$ cat config.mk
export PLATFORM = sky130hd
export DESIGN_NAME = bit_serializer
export DESIGN_NICKNAME = d
export VERILOG_FILES = /design/src/rtl/bit_serializer.sv
export SDC_FILE = /design/constraint.sdc
export NUM_CORES = 1
export LEC_CHECK = 0
export CAP_MARGIN = 25
export CORE_UTILIZATION = 45
export CTS_CLUSTER_DIAMETER = 100
export CTS_CLUSTER_SIZE = 10
export DETAILED_ROUTE_END_ITERATION = 8
export GPL_TIMING_DRIVEN = 0
export PLACE_DENSITY_LB_ADDON = 0.2
export SETUP_SLACK_MARGIN = 0.15
export SKIP_LAST_GASP = 1
export SYNTH_ARGS = -nofsm -noshare
export SYNTH_HDL_FRONTEND = slang
export SYNTH_SLANG_ARGS = --single-unit
export TNS_END_PERCENT = 1
$ cat constraint.sdc
create_clock -name clk -period 4.35 [get_ports clk]
set_input_delay 0.435 -clock clk [delete_from_list [all_inputs] [get_ports clk]]
set_output_delay 0.435 -clock clk [all_outputs]
set_load 0.01 [all_outputs]
$ cat src/rtl/bit_serializer.sv
// Parallel-to-serial front end: takes WIDTH-bit words over valid/ready and shifts
// them out one bit per clock on x, with a one-word hold register for gapless streaming.
module bit_serializer #(
  parameter int   WIDTH     = 8,
  parameter bit   MSB_FIRST = 1'b1,
  parameter logic IDLE_BIT  = 1'b0
) (
  input  logic             clk,
  input  logic             reset,
  input  logic [WIDTH-1:0] din,
  input  logic             din_valid,
  output logic             din_ready,
  output logic             x,
  output logic             x_valid,
  output logic             last
);

  localparam int CW = (WIDTH > 1) ? $clog2(WIDTH) : 1;
  localparam logic [CW-1:0] CNT_LAST = CW'(WIDTH - 1);
  localparam logic [CW-1:0] CNT_PEN  = CW'(WIDTH - 2);

  typedef enum logic [0:0] {
    IDLE  = 1'b0,
    SHIFT = 1'b1
  } state_t;

  state_t           state_r;
  logic [WIDTH-1:0] shift_r;
  logic [WIDTH-1:0] hold_r;
  logic             hold_full_r;
  logic [CW-1:0]    cnt_r;
  logic             accept_s;
  logic [WIDTH-1:0] load_word_s;

  function automatic logic first_bit(input logic [WIDTH-1:0] w);
    return MSB_FIRST ? w[WIDTH-1] : w[0];
  endfunction

  function automatic logic [WIDTH-1:0] shift_out(input logic [WIDTH-1:0] w);
    return MSB_FIRST ? {w[WIDTH-2:0], 1'b0} : {1'b0, w[WIDTH-1:1]};
  endfunction

  assign accept_s    = din_valid & din_ready;
  // A buffered word always has priority; din_ready is low while it is present.
  assign load_word_s = hold_full_r ? hold_r : din;

  // Serializer FSM: shifter, bit counter, hold register and all registered outputs.
  always_ff @(posedge clk or negedge reset) begin
    if (!reset) begin
      state_r     <= IDLE;
      shift_r     <= '0;
      hold_r      <= '0;
      hold_full_r <= 1'b0;
      cnt_r       <= '0;
      x           <= IDLE_BIT;
      x_valid     <= 1'b0;
      last        <= 1'b0;
      din_ready   <= 1'b0;
    end else begin
      case (state_r)
        IDLE: begin
          if (accept_s) begin
            state_r <= SHIFT;
            x       <= first_bit(din);
            shift_r <= shift_out(din);
            cnt_r   <= '0;
            x_valid <= 1'b1;
            last    <= 1'b0;
          end else begin
            x       <= IDLE_BIT;
            x_valid <= 1'b0;
            last    <= 1'b0;
          end
          din_ready <= 1'b1;
        end
        SHIFT: begin
          if (cnt_r == CNT_LAST) begin
            if (hold_full_r || accept_s) begin
              x           <= first_bit(load_word_s);
              shift_r     <= shift_out(load_word_s);
              cnt_r       <= '0;
              x_valid     <= 1'b1;
              last        <= 1'b0;
              hold_full_r <= 1'b0;
            end else begin
              state_r <= IDLE;
              x       <= IDLE_BIT;
              x_valid <= 1'b0;
              last    <= 1'b0;
            end
            din_ready <= 1'b1;
          end else begin
            x       <= first_bit(shift_r);
            shift_r <= shift_out(shift_r);
            cnt_r   <= cnt_r + CW'(1);
            x_valid <= 1'b1;
            last    <= (cnt_r == CNT_PEN);
            if (accept_s) begin
              hold_r      <= din;
              hold_full_r <= 1'b1;
              din_ready   <= 1'b0;
            end else begin
              din_ready <= ~hold_full_r;
            end
          end
        end
        default: begin
          state_r     <= IDLE;
          hold_full_r <= 1'b0;
          x           <= IDLE_BIT;
          x_valid     <= 1'b0;
          last        <= 1'b0;
          din_ready   <= 1'b0;
        end
      endcase
    end
  end

endmodule

Fig. 1: run 1, I/O pins on the die edge
Scale bar: 20 um. Pins as bars across the die edge, other pins in grey.
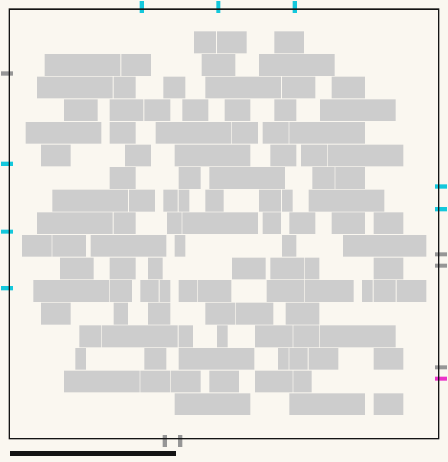
Key: cyan = din [pins 8, direction input, edge 3 north, 3 west, 2 east]; magenta = last [pins 1, direction output, edge east]
All pins by edge: 6 east, 4 west, 3 north, 2 south.

Fig. 2: run 1, sizing map
Scale bar: 20 um.
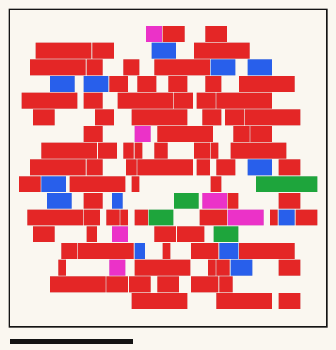
Key: blue = drive 2 [cells 13, share 12%]; red = drive 1 or less [cells 83, share 78%]; magenta = drive 3 to 4 [cells 6, share 5.7%]; green = drive 6 and up [cells 4, share 3.8%]
Final Cell Area: 1330 sq um
area added between synthesis and finish: 20.9%
final setup margin: 2.62 ns
Repair and plain buffers: 20

==> COMMIT_EDITMSG, run 1 <==
Refresh implementation metrics

* Footprint of the multi-input gates: around 460 sq um
* Port-buffer cells: 14
- In this run the core area contains 17 standard-cell rows.
- Fraction of power consumed by sequential logic: 0.401
- Placed standard-cell area: around 1300 sq um
* Max transition margin: 0.694
* Met1 Routed Length: ~1.0 mm
- Most frequent logic cell in the layout: sky130_fd_sc_hd__dfrtp_1
- The global routing report lists met1 layer usage as 0.274.
- Clock tree from TritonCTS: yes
- On met2, the global router reports a usage of 0.314.
* Number of inverters outside the clock class in the layout: 5
- Using the TritonRoute via totals, the vias-per-cell ratio works out to 5.98.
* Main area contributors after synthesis: sky130_fd_sc_hd__dfrtp_1 52%, sky130_fd_sc_hd__mux2_2 8.2%, sky130_fd_sc_hd__o2bb2ai_1 5.6%
- The critical path starts at cnt_r[0].
* Fraction of power spent switching nets: 0.372
* Cell internal power dissipation: between 0.0006 and 0.0007 W
- Hold buffer count at CTS: 0
* Max IR drop VDD: slightly below 0.4 mV
- Per the synthesis report, the adder-cell share of the synthesized area is 0.0454.
- The share of total power dissipated in the clock network is 0.106.
* Routed length per placed instance: between 15 and 20 um
- After technology mapping, the gate count stands at a little under 90.
- Setup repair after global routing missed its margin: false
- Clock network power for this build is about 0.0001 W.
- The registers reported with the highest flop counts are hold_r x8, shift_r x7, cnt_r x3.
- Fraction of post-synthesis cell area in the top cell type by area: 0.522
- Final setup violation count: 0
- Fraction of registers with async set/reset: 1.00
- Across every metal layer, demand over resource in global routing totals 0.201.
* Number of CTS-inserted buffers: 3
- The report lists the number of cells resized after CTS as 0.
* Flip-flop count of the largest register after layout: 8
- Among all cell classes, the greatest summed area belongs to flip-flops and latches.
* Status: finished, final reports clean
* Global routing met3 resource utilization: 0.0380
- Fraction of area in multi-input gates: 0.346
- In this run the number of H-tree levels came out at 1.
- The type recorded for the worst min-delay path is primary input to asynchronous set/reset pin.
* Register cell area after layout: roughly 580 sq um
- Depth of the worst register-to-register path: 7
* Final global-route overflow total: 0
* Maximum clock frequency: a little under 0.6 GHz
* Number of synthesized register bits: 23
- Capture point of the critical path: cnt_r[2]
- The final layout contains approximately 120 nets.
- Worst clock skew: approximately 0.0019 ns
- Routed Wire Length: about 2.2 mm
- STA classifies the critical path startpoint as a register.
* Complex-gate fraction of the synthesized area: 0.224
- Data on the critical path arrives at its endpoint at around 2.0 ns.
- The capture point of the worst register-to-register path is recorded as cnt_r[2].
- Slowest cell on the critical path: sky130_fd_sc_hd__dfrtp_1
* Fraction of area in registers: 0.432
- The detail route stage leaves a number of antenna-violating nets equal to 0.
- The wire-length estimate of the detail-placed layout is ~1.5 mm.
- The filler cells instantiated in the layout total about 200.
- Along the worst path, the maximum fanout reaches 10.
- The via count of the first global-routing pass was between 700 and 800.
- Largest delay share family, worst path: adder cells
- Syn Nets: between 100 and 150
- The clock period could shrink to 1.73 ns.
- Post-synth EDFFs: 0
- For this run, the register share of the synthesized area comes to 0.522.
- I/O pin count: 15
- Clock latency on the worst-skew pair, taken at its later pin, is roughly 0.32 ns.
- Library cell occupying the most area in the post-synthesis netlist: sky130_fd_sc_hd__dfrtp_1
- Crit path buf inv count: 2
- TritonRoute reported its final design rule violation total as 0.
* Total power of the final layout: a little under 0.001 W
- During synthesis, Yosys emitted a total of 0 warnings.
- Counting flops per register, the top entry is hold_r.
* Final GP Congestion: around 0.78
- In the setup report, the worst path falls into the class register to register.
- Multi-input combinational cells in the finished layout were counted as between 50 and 60.
* Area fraction in xor and xnor cells: 0
- According to the floorplan report, the total die area is ~2700 sq um.
* Largest Pwr Group: combinational cells
- Uppermost signal routing layer after detailed routing: met4
- The routed design uses about 130 um of met3 wire.
- Met2 layer wire length in the routed design: 1.00 mm
- Starting utilization of the core area: 0.489
* Main kind of combinational logic by area: AND-OR/OR-AND gates
- Total negative slack for setup checks: 0 ns
Fig. 3: run 1, M3 wires
Scale bar: 20 um.
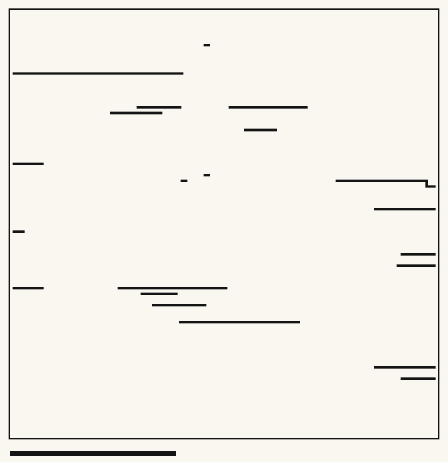
The longest straight run is 20.2 um. 18 nets have wire on it.

Fig. 4: run 1, placement view
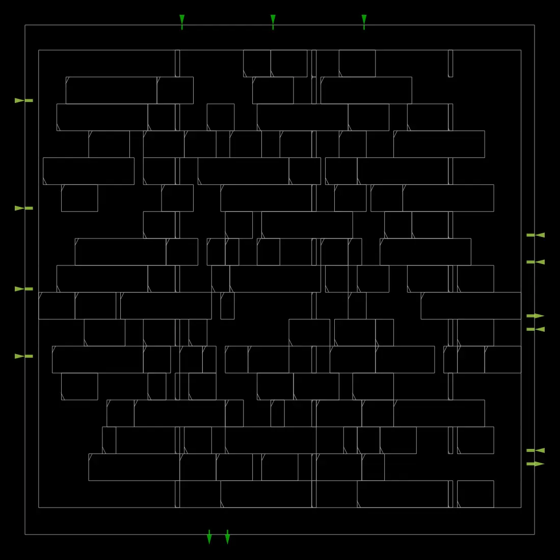

==> run 2, diff against run 1 <==
clock period = 1.65 ns   (was 4.35 ns; I/O delays follow)
Fig. 5: run 2, placement view
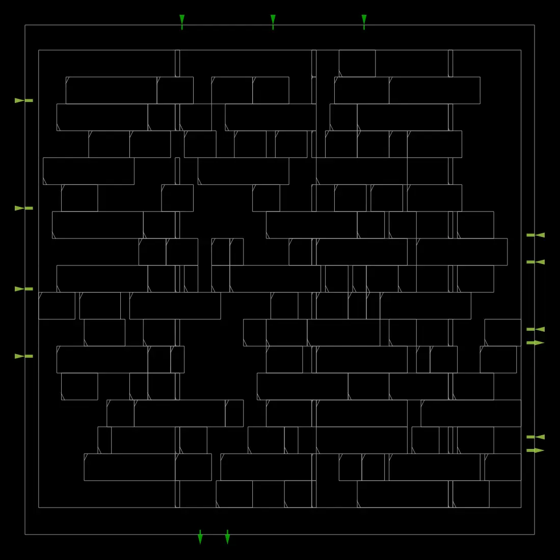
fraction of area in registers: 0.410
total core area: 2250 sq um
Core Util, Final: 0.623
sequential cell count: 23

Fig. 6: run 2, sizing map
Scale bar: 20 um.
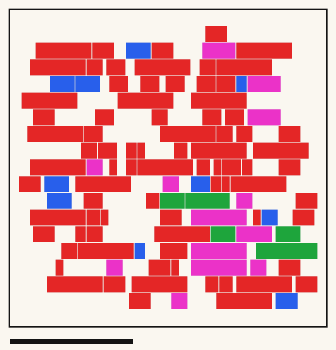
final setup margin: 0.0644 ns
area added between synthesis and finish: 27.5%
Final Cell Area: 1410 sq um
Repair and plain buffers: 22

Fig. 7: run 2, M3 wires
Scale bar: 20 um.
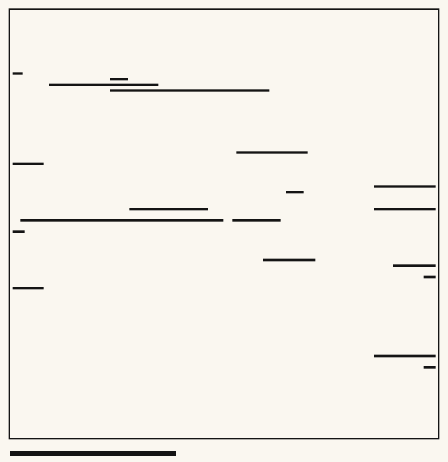
The layer holds 5.4% of the routed length. The wires run mostly horizontal. 17 nets have wire on it.

==> run 2 against run 1 <==
Compared with the run above: critical path type unchanged; worst hold slack lost 0.27 ns; sequential share of layout area shrank 2.2 points; power grew to 2.8 times the previous value; largest cell class unchanged; wire length grew 6.6%; sequential cell count is the same; count of clock-buffer cells in the layout is the same; first-iteration DRC count grew 21%; combinational power grew to 3.0 times the previous value; highest routed layer unchanged; area after synthesis is the same.
==> COMMIT_EDITMSG, run 2 <==
Refresh implementation metrics

* Largest delay share family, worst path: flip-flops (was adder cells)
- Setup repair after global routing missed its margin: true (was false).
- Most numerous logic cells after layout: 23 x sky130_fd_sc_hd__dfrtp_1, 14 x sky130_fd_sc_hd__clkdlybuf4s50_1, 8 x sky130_fd_sc_hd__a22oi_1 (was 23 x sky130_fd_sc_hd__dfrtp_1, 14 x sky130_fd_sc_hd__clkdlybuf4s50_1, 8 x sky130_fd_sc_hd__a22oi_1, 8 x sky130_fd_sc_hd__mux2_2, 7 x sky130_fd_sc_hd__o2bb2ai_1).
* Hold buffer count at CTS: 0 (unchanged)
- The inverter count of the layout excluding clock inverters came to 5 (unchanged).
* Slowest cell on the critical path: sky130_fd_sc_hd__dfrtp_1 (unchanged)
- Vias in the first global route: 830 (was 776)
- The largest contributor to cell area by class is flip-flops and latches (unchanged).
- Worst-Skew Late Latency: 0.31 ns (was 0.32 ns)
- Final GP Congestion: 0.777 (unchanged)
- Total power of the final layout: 0.00273 W (was 0.000966 W)
- The proportion of power drawn by flip-flops and latches was 0.384 (was 0.401).
* Clock tree from TritonCTS: yes (unchanged)
- The final setup violation count is 0 (unchanged).
- The most numerous logic cell after layout is sky130_fd_sc_hd__dfrtp_1 (unchanged).
* Max transition margin: 0.705 (was 0.694)
* Largest Pwr Group: combinational cells (unchanged)
* Fraction of power spent switching nets: 0.378 (was 0.372)
- The area used by sequential logic in the layout was 576 sq um (unchanged).
- Yosys stat cell total: 87 (unchanged)
- The path type of the worst setup path was register to register (unchanged).
- The net total in the final layout was 124 (was 122).
- The number of synthesized register bits came to 23 (unchanged).
* Starting utilization of the core area: 0.489 (unchanged)
- The power of the clock network came to 0.000265 W (was 0.000102 W).
* Met2 layer wire length in the routed design: 1.05 mm (was 1.00 mm)
* Synth warnings: 0 (unchanged)
- The final global-route overflow total was 0 (unchanged).
- The top metal layer carrying routed signals is met4 (unchanged).
* Vias/cell: 5.96 (was 5.98)
- The fraction of met1 tracks used by global routing was 0.297 (was 0.274).
* Capture point of the critical path: hold_r[1] (was cnt_r[2])
- The residual antenna-violating net count after detailed routing came to 0 (unchanged).
- Library cell occupying the most area in the post-synthesis netlist: sky130_fd_sc_hd__dfrtp_1 (unchanged)
* Met1 Routed Length: 1.15 mm (was 1.02 mm)
- The number of inserted diodes came to 0 (unchanged).
* Portion of total power attributed to the clock network: 0.097 (was 0.106)
* # DRC: 0 (unchanged)
- Placed standard-cell area: 1310 sq um (about the same)
* I/O pin count: 15 (unchanged)
* Global routing met3 resource utilization: 0.0614 (was 0.0380)
* Top flop regs: hold_r x8, shift_r x7, cnt_r x3 (unchanged)
* Post-synthesis adder-cell area fraction: 0.0454 (unchanged)
* Clock period minus final worst setup slack: 1.59 ns (was 1.73 ns)
* Max IR drop VDD: 0.989 mV (was 0.384 mV)
- Overall Global Routing Usage: 0.213 (was 0.201)
- Cell internal power dissipation: 0.00170 W (was 0.000606 W)
* # H-tree levels: 1 (unchanged)
* Die Area: 2650 sq um (unchanged)
- The clock skew after layout came to 0.00465 ns (was 0.00186 ns).
- The timing-limited maximum frequency came to 0.631 GHz (was 0.578 GHz).
* Footprint of the multi-input gates: 519 sq um (was 462 sq um)
- Depth of the worst register-to-register path: 5 (was 7)
* Complex-gate fraction of the synthesized area: 0.224 (unchanged)
- The number of buffers created by CTS is 3 (unchanged).
- Fraction of area in multi-input gates: 0.370 (was 0.346)
- The arrival time of the worst setup path was 1.80 ns (was 1.95 ns).
- Status: finished, final reports clean (unchanged).
- DP HPWL: 1.46 mm (was 1.53 mm)
* Logic Gate Count: 54 (unchanged)
- The number of buffer and inverter stages on the critical path came to 0 (was 2).
- Met2 Resource Use GR: 0.327 (was 0.314)
- Number of inserted filler cells in the final layout: 197 (was 203)
- The number of enable flip-flop cells was 0 (unchanged).
- The type of the tightest min-delay check is primary input to asynchronous set/reset pin (unchanged).
* Number of core rows: 17 (unchanged)
- The total negative slack for setup checks came to 0 ns (unchanged).
- The largest stage delay on the critical path was 0.45 ns (was 0.43 ns).
- Register with the highest flop count: hold_r (unchanged)
* Launching instance or port of the critical path: cnt_r[0] (unchanged)
* Routed length on met3: 126 um (was 129 um)
- The share of flip-flops with an asynchronous set or reset after synthesis is 1.00 (unchanged).
- The sequential fraction of the synthesis area is 0.522 (unchanged).
* Top fanout value on the critical path: 8 (was 10)
- The main logic family after synthesis was AND-OR/OR-AND gates (unchanged).
* Cells resized by post-CTS repair: 3 (was 0)
- Post-Synthesis Cell Area: 1100 sq um (unchanged)
- Area fraction in xor and xnor cells: 0 (unchanged)
- The routed length per instance is 17.2 um (was 16.4 um).
- Transition time of the tightest slew-check pin: 0.442 ns (was 0.458 ns)
* Syn Nets: 102 (unchanged)
* Routed Wire Length: 2.35 mm (was 2.20 mm)
- Cell count after synthesis: 87 (unchanged)
- P_leak: 0.611 nW (was 0.589 nW)
Fig. 8: run 2, routed metal, one colour a layer
Scale bar: 20 um.
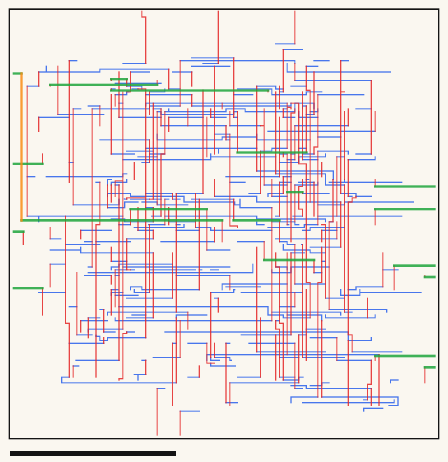

==> run 3, diff against run 2 <==
clock period = 2 ns   (was 1.65 ns; I/O delays follow)
Fig. 9: run 3, routed metal, one colour a layer
Scale bar: 20 um.
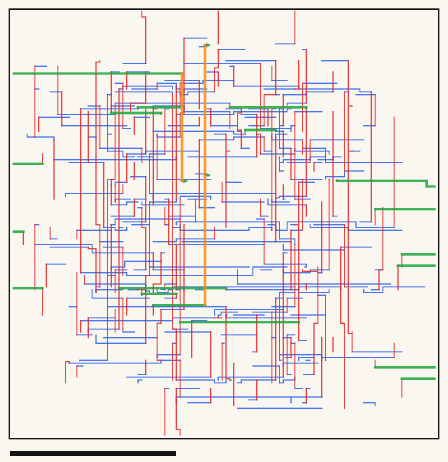
Key: red = met2 [wire length 1,000 um]; blue = met1 [wire length 1,020 um]; orange = met4 [wire length 44.2 um]; green = met3 [wire length 129 um]

Fig. 10: run 3, I/O pins on the die edge
Scale bar: 20 um. Pins as bars across the die edge, other pins in grey.
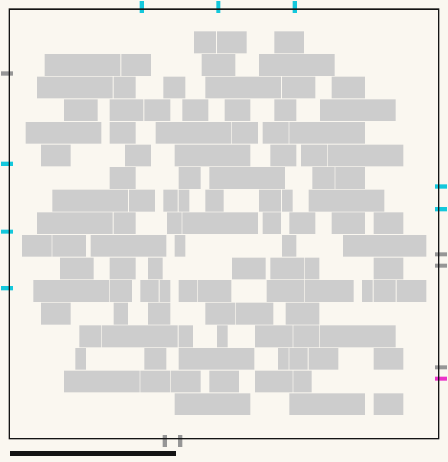
Key: magenta = last [pins 1, direction output, edge east]; cyan = din [pins 8, direction input, edge 3 north, 3 west, 2 east]
All pins by edge: 6 east, 4 west, 3 north, 2 south.
Port-buffer cells: 14
height of the die: 51.5 um
die width: 51.5 um

==> run 3 against run 2 <==
Compared with the run above: critical endpoint is now cnt_r[2]; worst hold slack better by 0.039 ns; area after synthesis did not move; power down 23%.
==> COMMIT_EDITMSG, run 3 <==
Refresh implementation metrics

- The initial core utilization is 0.489 (unchanged).
- The cell at the slowest stage of the critical path is sky130_fd_sc_hd__dfrtp_1 (unchanged).
- Critical setup path kind: register to register (unchanged)
- The number of enable flip-flop cells came to 0 (unchanged).
* Fraction of post-synthesis cell area in the top cell type by area: 0.522 (unchanged)
- Main area contributors after synthesis: sky130_fd_sc_hd__dfrtp_1 52%, sky130_fd_sc_hd__mux2_2 8.2%, sky130_fd_sc_hd__o2bb2ai_1 5.6% (unchanged).
- The worst relative slew slack came to 0.694 (was 0.705).
* Routed Wire Length: 2.20 mm (was 2.35 mm)
- Final Cell Area: 1330 sq um (was 1410 sq um)
- The top metal layer carrying routed signals is met4 (unchanged).
- Critical Path Max Stage Delay: 0.43 ns (was 0.45 ns)
- Met2 layer wire length in the routed design: 1.00 mm (was 1.05 mm)
* Flip-flop count of the largest register after layout: 8 (unchanged)
- Most frequent logic cell in the layout: sky130_fd_sc_hd__dfrtp_1 (unchanged)
- Cell count after synthesis: 87 (unchanged)
* Worst-Skew Late Latency: 0.32 ns (was 0.31 ns)
- Critical R2R Capture: cnt_r[2] (was hold_r[1])
* Largest Pwr Group: combinational cells (unchanged)
- Hold buffer count at CTS: 0 (unchanged)
- The total power after layout was 0.00210 W (was 0.00273 W).
- Portion of total power attributed to the clock network: 0.106 (was 0.097)
- The area of the multi-input gates is 462 sq um (was 519 sq um).
* Total negative slack for setup checks: 0 ns (unchanged)
- Logic Gate Count: 54 (unchanged)
- I/O pin count: 15 (unchanged)
- Final ANT Viol Nets: 0 (unchanged)
- # H-tree levels: 1 (unchanged)
- Synth warnings: 0 (unchanged)
- Die Area: 2650 sq um (unchanged)
- P_leak: 0.589 nW (was 0.611 nW)
* Fraction of area in multi-input gates: 0.346 (was 0.370)
* Diode insertion count for antenna repair: 0 (unchanged)
* Register with the highest flop count: hold_r (unchanged)
- The via-per-instance ratio is 5.98 (was 5.96).
- Setup repair after global routing missed its margin: false (was true).
- Area fraction in xor and xnor cells: 0 (unchanged)
- The capturing element of the worst setup path was cnt_r[2] (was hold_r[1]).
* Fraction of power consumed by sequential logic: 0.401 (was 0.384)
* Layout net count: 122 (was 124)
- Final setup violation count: 0 (unchanged)
* Fraction of power spent switching nets: 0.372 (was 0.378)
- The area share of and-or/or-and cells after synthesis came to 0.224 (unchanged).
* Top fanout value on the critical path: 10 (was 8)
- Yosys stat cell total: 87 (unchanged)
- The final core area utilization is 0.591 (was 0.623).
* Post-Synthesis Cell Area: 1100 sq um (unchanged)
- Number of CTS-inserted buffers: 3 (unchanged)
* Depth of the worst register-to-register path: 7 (was 5)
- Total core area: 2250 sq um (unchanged)
* Largest delay share family, worst path: adder cells (was flip-flops)
- The number of buffer and inverter stages on the critical path was 2 (was 0).
* Clock tree from TritonCTS: yes (unchanged)
* Max IR drop VDD: 0.836 mV (was 0.989 mV)
- The final sequential cell count was 23 (unchanged).
* Overall Global Routing Usage: 0.201 (was 0.213)
- Post-synthesis adder-cell area fraction: 0.0454 (unchanged)
- Syn Nets: 102 (unchanged)
* Share of synthesized area occupied by flip-flops and latches: 0.522 (unchanged)
- The via count of the first global-routing pass is 776 (was 830).
* Top flop regs: hold_r x8, shift_r x7, cnt_r x3 (unchanged)
* Type of the worst min-delay path: primary input to asynchronous set/reset pin (unchanged)
* Status: finished, final reports clean (unchanged)
* Register cell area after layout: 576 sq um (unchanged)
- Met2 Resource Use GR: 0.314 (was 0.327)
- Worst clock skew: 0.00186 ns (was 0.00465 ns)
- The total half-perimeter wirelength after legalization and detailed placement is 1.53 mm (was 1.46 mm).
* Worst Setup Start Kind: register (unchanged)
- GR Layer Usage met1: 0.274 (was 0.297)
Fig. 11: run 3, sizing map
Scale bar: 20 um.
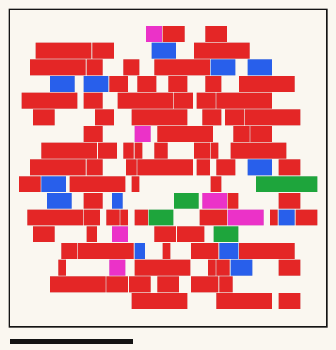
Key: magenta = drive 3 to 4 [cells 6, share 5.7%]; green = drive 6 and up [cells 4, share 3.8%]; red = drive 1 or less [cells 83, share 78%]; blue = drive 2 [cells 13, share 12%]
Repair and plain buffers: 20
area added between synthesis and finish: 20.9%

Power and IR drop assume default switching activity.
